$ cat src/rtl/axa_undo_rollback_pkg.sv
// Shared constants and types for the AXA undo buffer: the entry layout and the
// rollback sequencer state encoding.
package axa_undo_rollback_pkg;

    localparam int WIDTH = 16;
    localparam int PTRW  = 4;
    localparam int DEPTH = 1 << PTRW;
    localparam int CNTW  = PTRW + 1;
    localparam int REGW  = 4;

    typedef enum logic [1:0] {
        ST_IDLE  = 2'd0,
        ST_LOAD  = 2'd1,
        ST_DRAIN = 2'd2,
        ST_DONE  = 2'd3
    } state_e;

    typedef struct packed {
        logic [REGW-1:0]  rtag;
        logic [WIDTH-1:0] data;
    } undo_entry_t;

endpackage

$ cat src/rtl/axa_undo_rollback_if.sv
// Bus bundle between the undo buffer and its users (decode push side, reverse-mode
// pop/peek side and the register-file writer that receives rollback entries).
interface axa_undo_rollback_if;
    import axa_undo_rollback_pkg::*;

    logic             push_valid;
    logic [WIDTH-1:0] push_data;
    logic [REGW-1:0]  push_reg;
    logic             pop_req;
    logic             pop_valid;
    logic [WIDTH-1:0] pop_data;
    logic             pop_err;
    logic [PTRW-1:0]  peek_off;
    logic [WIDTH-1:0] peek_data;
    logic             rb_start;
    logic [CNTW-1:0]  rb_count;
    logic             rst_valid;
    logic             rst_ready;
    logic [WIDTH-1:0] rst_data;
    logic [REGW-1:0]  rst_reg;
    logic             rb_done;
    logic             rb_underflow;
    logic             overflow;
    logic             busy;
    logic [CNTW-1:0]  occupancy;

    modport master (
        output push_valid, push_data, push_reg, pop_req, peek_off,
               rb_start, rb_count, rst_ready,
        input  pop_valid, pop_data, pop_err, peek_data, rst_valid, rst_data,
               rst_reg, rb_done, rb_underflow, overflow, busy, occupancy
    );

    modport slave (
        input  push_valid, push_data, push_reg, pop_req, peek_off,
               rb_start, rb_count, rst_ready,
        output pop_valid, pop_data, pop_err, peek_data, rst_valid, rst_data,
               rst_reg, rb_done, rb_underflow, overflow, busy, occupancy
    );

endinterface

$ cat src/rtl/axa_undo_rollback_ram.sv
// Undo entry storage: one synchronous write port, two asynchronous read ports
// (peek data, and the full top-of-stack entry for pop/rollback).
module axa_undo_rollback_ram
    import axa_undo_rollback_pkg::*;
(
    input  logic             clk,
    input  logic             we,
    input  logic [PTRW-1:0]  waddr,
    input  undo_entry_t      wdata,
    input  logic [PTRW-1:0]  raddr_a,
    output logic [WIDTH-1:0] rdata_a,
    input  logic [PTRW-1:0]  raddr_b,
    output undo_entry_t      rdata_b
);

    undo_entry_t mem [DEPTH];

    // NOTE: storage has no reset; only the pointers are cleared, so reset leaves
    // saved entries in place and the array maps onto plain RAM. Sequential
    // state uses non-blocking assignment so every reader sees the pre-edge value.
    always_ff @(posedge clk) begin
        if (we) begin
            mem[waddr] <= wdata;
        end
    end

    assign rdata_a = mem[raddr_a].data;
    assign rdata_b = mem[raddr_b];

endmodule

$ cat src/rtl/axa_undo_rollback.sv
// Read-back end of the AXA undo buffer: single pops, operand peeks and a rollback
// sequencer streaming saved entries to the register-file writer.
module axa_undo_rollback
    import axa_undo_rollback_pkg::*;
(
    input  logic               clk,
    input  logic               reset,
    axa_undo_rollback_if.slave bus
);

    state_e           state;
    logic [PTRW-1:0]  sp;
    logic [PTRW-1:0]  sp_dec;
    logic [PTRW-1:0]  peek_addr;
    logic [PTRW-1:0]  waddr;
    logic [CNTW-1:0]  occ;
    logic [CNTW-1:0]  remaining;
    logic             we;
    logic             is_empty;
    logic             is_full;
    logic             idle_cmd;
    logic             has_more;
    logic             take_top;
    undo_entry_t      wdata;
    undo_entry_t      top_entry;
    logic [WIDTH-1:0] peek_word;

    logic             pop_valid_q;
    logic             pop_err_q;
    logic [WIDTH-1:0] pop_data_q;
    logic             rst_valid_q;
    logic [WIDTH-1:0] rst_data_q;
    logic [REGW-1:0]  rst_reg_q;
    logic             rb_done_q;
    logic             rb_underflow_q;
    logic             overflow_q;

    assign sp_dec    = sp - PTRW'(1);
    assign peek_addr = sp - bus.peek_off - PTRW'(1);
    assign is_empty  = (occ == '0);
    assign is_full   = (occ == CNTW'(DEPTH));
    assign idle_cmd  = (state == ST_IDLE) && !bus.rb_start;
    assign has_more  = (remaining != '0) && !is_empty;
    // Entry handed to the writer: first load, or refill on an accepted handshake.
    assign take_top  = has_more && ((state == ST_LOAD) || (state == ST_DRAIN && bus.rst_ready));
    assign wdata     = {bus.push_reg, bus.push_data};

    // NOTE: every always_comb output is given a default first so that no path
    // leaves it unassigned and infers a latch.
    always_comb begin
        we    = 1'b0;
        waddr = sp;
        if (!reset && idle_cmd && bus.push_valid) begin
            if (bus.pop_req) begin
                // Push+pop replaces the top in place; on empty it is a pure bypass.
                we    = !is_empty;
                waddr = sp_dec;
            end else begin
                we = 1'b1;
            end
        end
    end

    axa_undo_rollback_ram u_ram (
        .clk     (clk),
        .we      (we),
        .waddr   (waddr),
        .wdata   (wdata),
        .raddr_a (peek_addr),
        .rdata_a (peek_word),
        .raddr_b (sp_dec),
        .rdata_b (top_entry)
    );

    always_ff @(posedge clk) begin
        if (reset) begin
            state          <= ST_IDLE;
            sp             <= '0;
            occ            <= '0;
            remaining      <= '0;
            pop_valid_q    <= 1'b0;
            pop_err_q      <= 1'b0;
            pop_data_q     <= '0;
            rst_valid_q    <= 1'b0;
            rst_data_q     <= '0;
            rst_reg_q      <= '0;
            rb_done_q      <= 1'b0;
            rb_underflow_q <= 1'b0;
            overflow_q     <= 1'b0;
        end else begin
            pop_valid_q <= 1'b0;
            pop_err_q   <= 1'b0;
            rb_done_q   <= 1'b0;

            unique case (state)
                ST_IDLE: begin
                    if (bus.rb_start) begin
                        remaining <= bus.rb_count;
                        state     <= ST_LOAD;
                    end else if (bus.pop_req) begin
                        pop_valid_q <= 1'b1;
                        if (is_empty) begin
                            pop_data_q <= bus.push_valid ? bus.push_data : '0;
                            pop_err_q  <= !bus.push_valid;
                        end else begin
                            pop_data_q <= top_entry.data;
                            if (!bus.push_valid) begin
                                sp  <= sp_dec;
                                occ <= occ - CNTW'(1);
                            end
                        end
                    end else if (bus.push_valid) begin
                        sp <= sp + PTRW'(1);
                        if (is_full) begin
                            overflow_q <= 1'b1;
                        end else begin
                            occ <= occ + CNTW'(1);
                        end
                    end
                end
                ST_LOAD: begin
                    if (has_more) begin
                        state <= ST_DRAIN;
                    end else begin
                        if (remaining > occ) begin
                            rb_underflow_q <= 1'b1;
                        end
                        rb_done_q <= 1'b1;
                        state     <= ST_DONE;
                    end
                end
                ST_DRAIN: begin
                    if (bus.rst_ready && !has_more) begin
                        rst_valid_q <= 1'b0;
                        if (remaining != '0) begin
                            rb_underflow_q <= 1'b1;
                        end
                        rb_done_q <= 1'b1;
                        state     <= ST_DONE;
                    end
                end
                ST_DONE: begin
                    state <= ST_IDLE;
                end
            endcase

            if (take_top) begin
                rst_valid_q <= 1'b1;
                rst_data_q  <= top_entry.data;
                rst_reg_q   <= top_entry.rtag;
                sp          <= sp_dec;
                occ         <= occ - CNTW'(1);
                remaining   <= remaining - CNTW'(1);
            end
        end
    end

    assign bus.pop_valid    = pop_valid_q;
    assign bus.pop_err      = pop_err_q;
    assign bus.pop_data     = pop_data_q;
    assign bus.peek_data    = peek_word;
    assign bus.rst_valid    = rst_valid_q;
    assign bus.rst_data     = rst_data_q;
    assign bus.rst_reg      = rst_reg_q;
    assign bus.rb_done      = rb_done_q;
    assign bus.rb_underflow = rb_underflow_q;
    assign bus.overflow     = overflow_q;
    assign bus.busy         = (state != ST_IDLE);
    assign bus.occupancy    = occ;

endmodule

$ cat src/flat_wrapper.sv
// flat-port wrapper written by rule: the top's interface ports become plain ports
module axa_undo_rollback_flat import axa_undo_rollback_pkg::*;
  (clk, reset, bus_push_valid, bus_push_data, bus_push_reg, bus_pop_req, bus_peek_off, bus_rb_start, bus_rb_count, bus_rst_ready, bus_pop_valid, bus_pop_data, bus_pop_err, bus_peek_data, bus_rst_valid, bus_rst_data, bus_rst_reg, bus_rb_done, bus_rb_underflow, bus_overflow, bus_busy, bus_occupancy);
  axa_undo_rollback_if bus_i ();
  input  logic clk;
  input  logic reset;
  input wire logic [$bits(bus_i.push_valid)-1:0] bus_push_valid;
  input wire logic [$bits(bus_i.push_data)-1:0] bus_push_data;
  input wire logic [$bits(bus_i.push_reg)-1:0] bus_push_reg;
  input wire logic [$bits(bus_i.pop_req)-1:0] bus_pop_req;
  input wire logic [$bits(bus_i.peek_off)-1:0] bus_peek_off;
  input wire logic [$bits(bus_i.rb_start)-1:0] bus_rb_start;
  input wire logic [$bits(bus_i.rb_count)-1:0] bus_rb_count;
  input wire logic [$bits(bus_i.rst_ready)-1:0] bus_rst_ready;
  output wire logic [$bits(bus_i.pop_valid)-1:0] bus_pop_valid;
  output wire logic [$bits(bus_i.pop_data)-1:0] bus_pop_data;
  output wire logic [$bits(bus_i.pop_err)-1:0] bus_pop_err;
  output wire logic [$bits(bus_i.peek_data)-1:0] bus_peek_data;
  output wire logic [$bits(bus_i.rst_valid)-1:0] bus_rst_valid;
  output wire logic [$bits(bus_i.rst_data)-1:0] bus_rst_data;
  output wire logic [$bits(bus_i.rst_reg)-1:0] bus_rst_reg;
  output wire logic [$bits(bus_i.rb_done)-1:0] bus_rb_done;
  output wire logic [$bits(bus_i.rb_underflow)-1:0] bus_rb_underflow;
  output wire logic [$bits(bus_i.overflow)-1:0] bus_overflow;
  output wire logic [$bits(bus_i.busy)-1:0] bus_busy;
  output wire logic [$bits(bus_i.occupancy)-1:0] bus_occupancy;
  assign bus_i.push_valid = bus_push_valid;
  assign bus_i.push_data = bus_push_data;
  assign bus_i.push_reg = bus_push_reg;
  assign bus_i.pop_req = bus_pop_req;
  assign bus_i.peek_off = bus_peek_off;
  assign bus_i.rb_start = bus_rb_start;
  assign bus_i.rb_count = bus_rb_count;
  assign bus_i.rst_ready = bus_rst_ready;
  assign bus_pop_valid = bus_i.pop_valid;
  assign bus_pop_data = bus_i.pop_data;
  assign bus_pop_err = bus_i.pop_err;
  assign bus_peek_data = bus_i.peek_data;
  assign bus_rst_valid = bus_i.rst_valid;
  assign bus_rst_data = bus_i.rst_data;
  assign bus_rst_reg = bus_i.rst_reg;
  assign bus_rb_done = bus_i.rb_done;
  assign bus_rb_underflow = bus_i.rb_underflow;
  assign bus_overflow = bus_i.overflow;
  assign bus_busy = bus_i.busy;
  assign bus_occupancy = bus_i.occupancy;
  axa_undo_rollback u_core (.clk(clk), .reset(reset), .bus(bus_i));
endmodule
$ cat config.mk
export PLATFORM = sky130hd
export DESIGN_NAME = axa_undo_rollback_flat
export DESIGN_NICKNAME = d
export VERILOG_FILES = /design/src/rtl/axa_undo_rollback_pkg.sv /design/src/rtl/axa_undo_rollback_if.sv /design/src/rtl/axa_undo_rollback_ram.sv /design/src/rtl/axa_undo_rollback.sv /design/src/flat_wrapper.sv
export SDC_FILE = /design/constraint.sdc
export NUM_CORES = 1
export LEC_CHECK = 0
export CAP_MARGIN = 20
export CORE_ASPECT_RATIO = 1.4
export CORE_UTILIZATION = 52
export DETAILED_ROUTE_END_ITERATION = 7
export DONT_BUFFER_PORTS = 1
export PLACE_DENSITY = 0.73
export SYNTH_ARGS = -nofsm -noshare
export SYNTH_HDL_FRONTEND = slang
export SYNTH_HIERARCHICAL = 1
export SYNTH_SLANG_ARGS = --single-unit
$ cat constraint.sdc
create_clock -name clk -period 12.35 [get_ports clk]
set_input_delay 1.8525 -clock clk [delete_from_list [all_inputs] [get_ports clk]]
set_output_delay 1.8525 -clock clk [all_outputs]
set_load 0.03 [all_outputs]
**Run 1: gate families picked out**

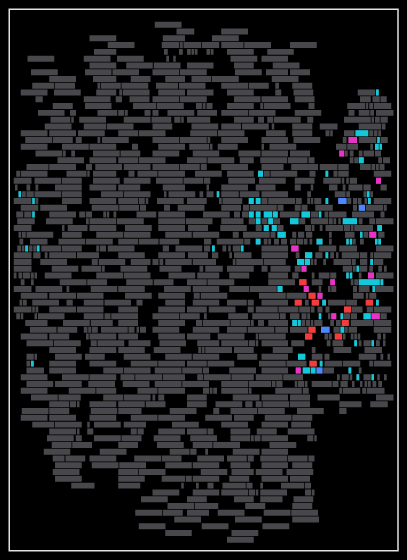
Blue is non-inverting ao/oa cells, cells 4, most used a21o_1, where right middle. Magenta is and/or cells, cells 13, where right middle. Cyan is nor cells, cells 72, most used nor2_1. Red is xor and xnor cells, cells 11, most used xnor2_1, where right middle.
most frequent logic cell in the layout: edfxtp_1
combinational share of cell area: 0.3178
post-route insts no fill: 1506

**Run 1: where the registers sit**

Scale bar: 50 um.
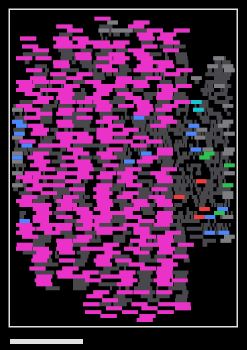
Green is u_core/bus.occupancy, flops 5, where right middle. Red is u_core/sp, flops 4, where right middle. Blue is u_core/bus.pop_data, flops 16. Cyan is u_core/state, flops 2. Magenta is u_core/u_ram/mem, flops 320.
Another 31 sequential cells are not coloured.
register area: 10770 sq um
Seq group: 1550 uW

**Run 1: track usage over the die**

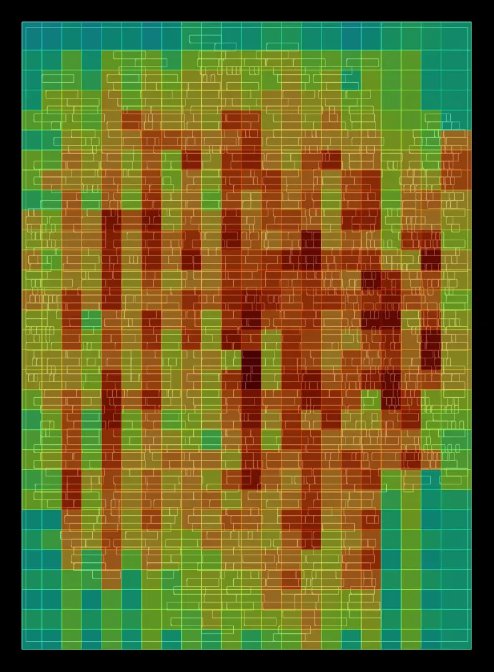
Routed WL per cell: 29.96 um
M1 GR Usage: 0.3272
Finished Core Util: 0.5809
grt met2 use: 0.4701

**Run 1: metal 3**

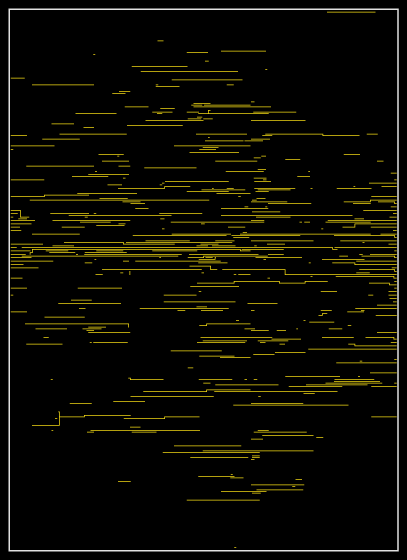
The longest straight run is 125 um. 171 nets have wire on it.
met3 Use GR: 0.06639
WL final: 45.12 mm
routed via count: 10.17k

## run 1: how the worst max path moves through the flow
stage,from,end,slack [ns],cells after the start
2_1_floorplan,bus_peek_off[0],bus_peek_data[11],6.71,8
3_3_place_gp,bus_peek_off[0],bus_peek_data[8],5.94,6
3_5_place_dp,bus_peek_off[0],bus_peek_data[8],5.91,6
4_1_cts,bus_peek_off[0],bus_peek_data[14],5.91,6
5_1_grt,bus_peek_off[0],bus_peek_data[14],5.78,6
6_report,bus_peek_off[0],bus_peek_data[14],5.98,6
## run 1: cell type report
type / instances / area (sq um)
clock buffer: 46 / 969.7
timing repair buffer: 32 / 255.2
multi-input combinational: 566 / 5982
tap: 440 / 550.5
fill: 2422 / 13580
sequential: 378 / 10770
inverter: 22 / 86.33
clock inverter: 22 / 207.7
==> flow_metrics.py, run 1 <==
# Metrics from the implementation run
metrics = {
    "detailed_routing": {
        "drc": 0,
        "ant_nets": 0,
        "drt_iter0_drc": 1157,
        "first_pass_iters": 5,
    },
    "sta": {
        "slew_viol_final": 0,
        "period_used_share": 0.5159,
    },
    "final_layout": {
        "area_growth_pct": 9.907,
        "largest_register_ff_count": 320,
        "nets": 1093,
        "final_layout_size_suffix_gt1_frac": 0.2326,
    },
    "clock_tree": {
        "cts_buffers": 37,
        "cts_hold_buf": 0,
        "h-tree-depth": 2,
        "cts_setup_buffers": 0,
        "root_buffer": "clkbuf_16",
    },
    "synth": {
        "synth_top_cell_by_count": "edfxtp_1",
        "synthArstFlopShare": 0,
        "synth_top_area_share": 0.5611,
        "yosysWarningCount": 6,
        "ys_cells": 1040,
        "top_cells_by_count": "320 x edfxtp_1, 132 x mux4_2, 104 x nand2_1",
        "synth_area_sq_um": 17130,
        "synth_chip_area_sq_um": 17130,
        "ys_types": 59,
        "ys_sh_simple": 0.05830,
        "synth_flops": 378,
    },
    "setup_path": {
        "slowest_delay_ns": 0.75,
        "reg2reg_to": "u_core/u_ram/mem[0][6]$_DFFE_PP_",
        "path_class": "input port to primary output",
        "critPathSlowestCell": "buf_4",
    },
    "placed_design": {
        "gp_congestion": 0.7851,
        "pre_cts_ws_ns": 5.912,
        "dp_cells": 1438,
        "dpl_cell_area_sq_um": 17640,
    },
    "floorplan": {
        "fp-utilization": 0.5285,
        "core_region_area_sq_um": 32400,
        "die_width_um": 155.4,
        "die_h_um": 216.7,
        "core.rowCount": 78,
    },
    "global_routing": {
        "busiest_layer": "met2",
        "first_global_vias": 10321,
        "gr-total-overflow": 0,
    },
    "power_and_ir_drop": {
        "ir_worst_vdd_mv": 0.2396,
        "internal_power_uw": 2757,
        "swShare": 0.4055,
    },
    "status": {
        "status": "completed",
    },
    "hold_path": {
        "min_from": "u_core/state[0]$_SDFFE_PP0P_",
    },
}
==> run 2: changes to the inputs <==
clock period = 6.3 ns   (was 12.35 ns; I/O delays follow)
==> run 2 against run 1 <==
Via count up 0.45%. Clock power up 99%. Combinational power up 97%. First-iteration DRC count up 7.0%. Die size unchanged. Critical endpoint is now bus_peek_data[5]. Highest routed layer unchanged.
==> flow_metrics.py, run 2 <==
# Metrics from the implementation run
metrics = {
    "status": {
        "status": "completed",
    },
    "detailed_routing": {
        "finalWirelength_mm": 44.75,
        "drc": 0,
        "wl_per_cell_um": 29.71,
        "ant_nets": 0,
        "first_pass_iters": 5,
    },
    "clock_tree": {
        "root_buffer": "clkbuf_16",
        "cts_hold_buf": 0,
        "h-tree-depth": 2,
        "cts_buffers": 36,
    },
    "final_layout": {
        "largest_register_ff_count": 320,
        "final-nonclk-buf-share": 0.01604,
        "clock_cell_area_share": 0.06271,
        "nets": 1096,
        "clock_buffers": 47,
        "largest_cell_class": "registers",
        "logic_area_sq_um": 5982,
        "area_growth_pct": 10.22,
        "seq_area_sq_um": 10770,
    },
    "global_routing": {
        "busiest_layer": "met2",
        "grt_util_met1": 0.3500,
        "grtUsageMet3": 0.05699,
    },
    "placed_design": {
        "dp_cells": 1442,
        "pre_cts_ws_ns": 1.819,
        "dpl_cell_area_sq_um": 17690,
    },
    "synth": {
        "top_cells_by_count": "320 x edfxtp_1, 132 x mux4_2, 104 x nand2_1",
        "synthArstFlopShare": 0,
        "synth_chip_area_sq_um": 17130,
        "synth_top_cell_by_count": "edfxtp_1",
        "synth_area_sq_um": 17130,
        "yosysWarningCount": 6,
        "synth_flops": 378,
    },
    "sta": {
        "period_used_share": 0.7125,
        "slew_viol_final": 0,
    },
    "floorplan": {
        "core_region_area_sq_um": 32400,
        "die_h_um": 216.7,
        "fp-utilization": 0.5285,
        "taps": 440,
    },
    "setup_path": {
        "slowest_delay_ns": 1.19,
        "reg2reg_to": "u_core/u_ram/mem[2][6]$_DFFE_PP_",
        "cp-startpoint": "bus_peek_off[0]",
        "crit_cells": 7,
        "crit_path_end": "bus_peek_data[5]",
    },
}
-- run 2: how the worst min path moves through the flow --
stage | start | to | slack [ns] | depth (start not counted)
floorplan | u_core/remaining[0]$_SDFFE_PP0P_ | u_core/remaining[0]$_SDFFE_PP0P_ | 0.48 | 1
global placement | u_core/remaining[0]$_SDFFE_PP0P_ | u_core/remaining[0]$_SDFFE_PP0P_ | 0.50 | 1
detailed placement | u_core/remaining[0]$_SDFFE_PP0P_ | u_core/remaining[0]$_SDFFE_PP0P_ | 0.51 | 1
CTS | reset | u_core/bus.rst_valid$_SDFFE_PP0P_ | 0.46 | 1
global route | reset | u_core/bus.rst_data[2]$_SDFFE_PP0P_ | 0.46 | 1
finish | reset | u_core/bus.rst_data[2]$_SDFFE_PP0P_ | 0.47 | 1
**Run 2: where the registers sit**

Scale bar: 50 um.
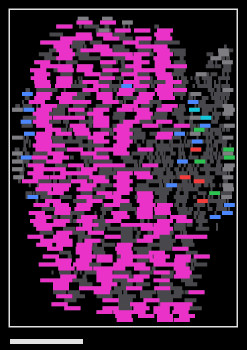
Green is u_core/bus.occupancy, flops 5, where right middle. Cyan is u_core/state, flops 2. Red is u_core/sp, flops 4, where right middle. Blue is u_core/bus.pop_data, flops 16. Magenta is u_core/u_ram/mem, flops 320.
sequential portion of the cell area: 0.5706
Finished Core Util: 0.5826
Seq group: 3040 uW

**Run 2: the metal 2 layer**

Scale bar: 50 um.
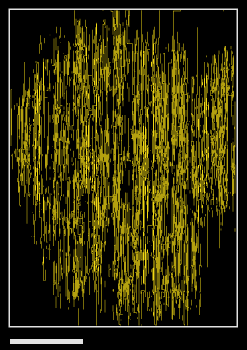
The wires run mostly vertical. 959 nets have wire on it.
grt met2 use: 0.4429
routed via count: 10.22k

Power figures rest on the tool's default switching activity, not on a simulated workload.
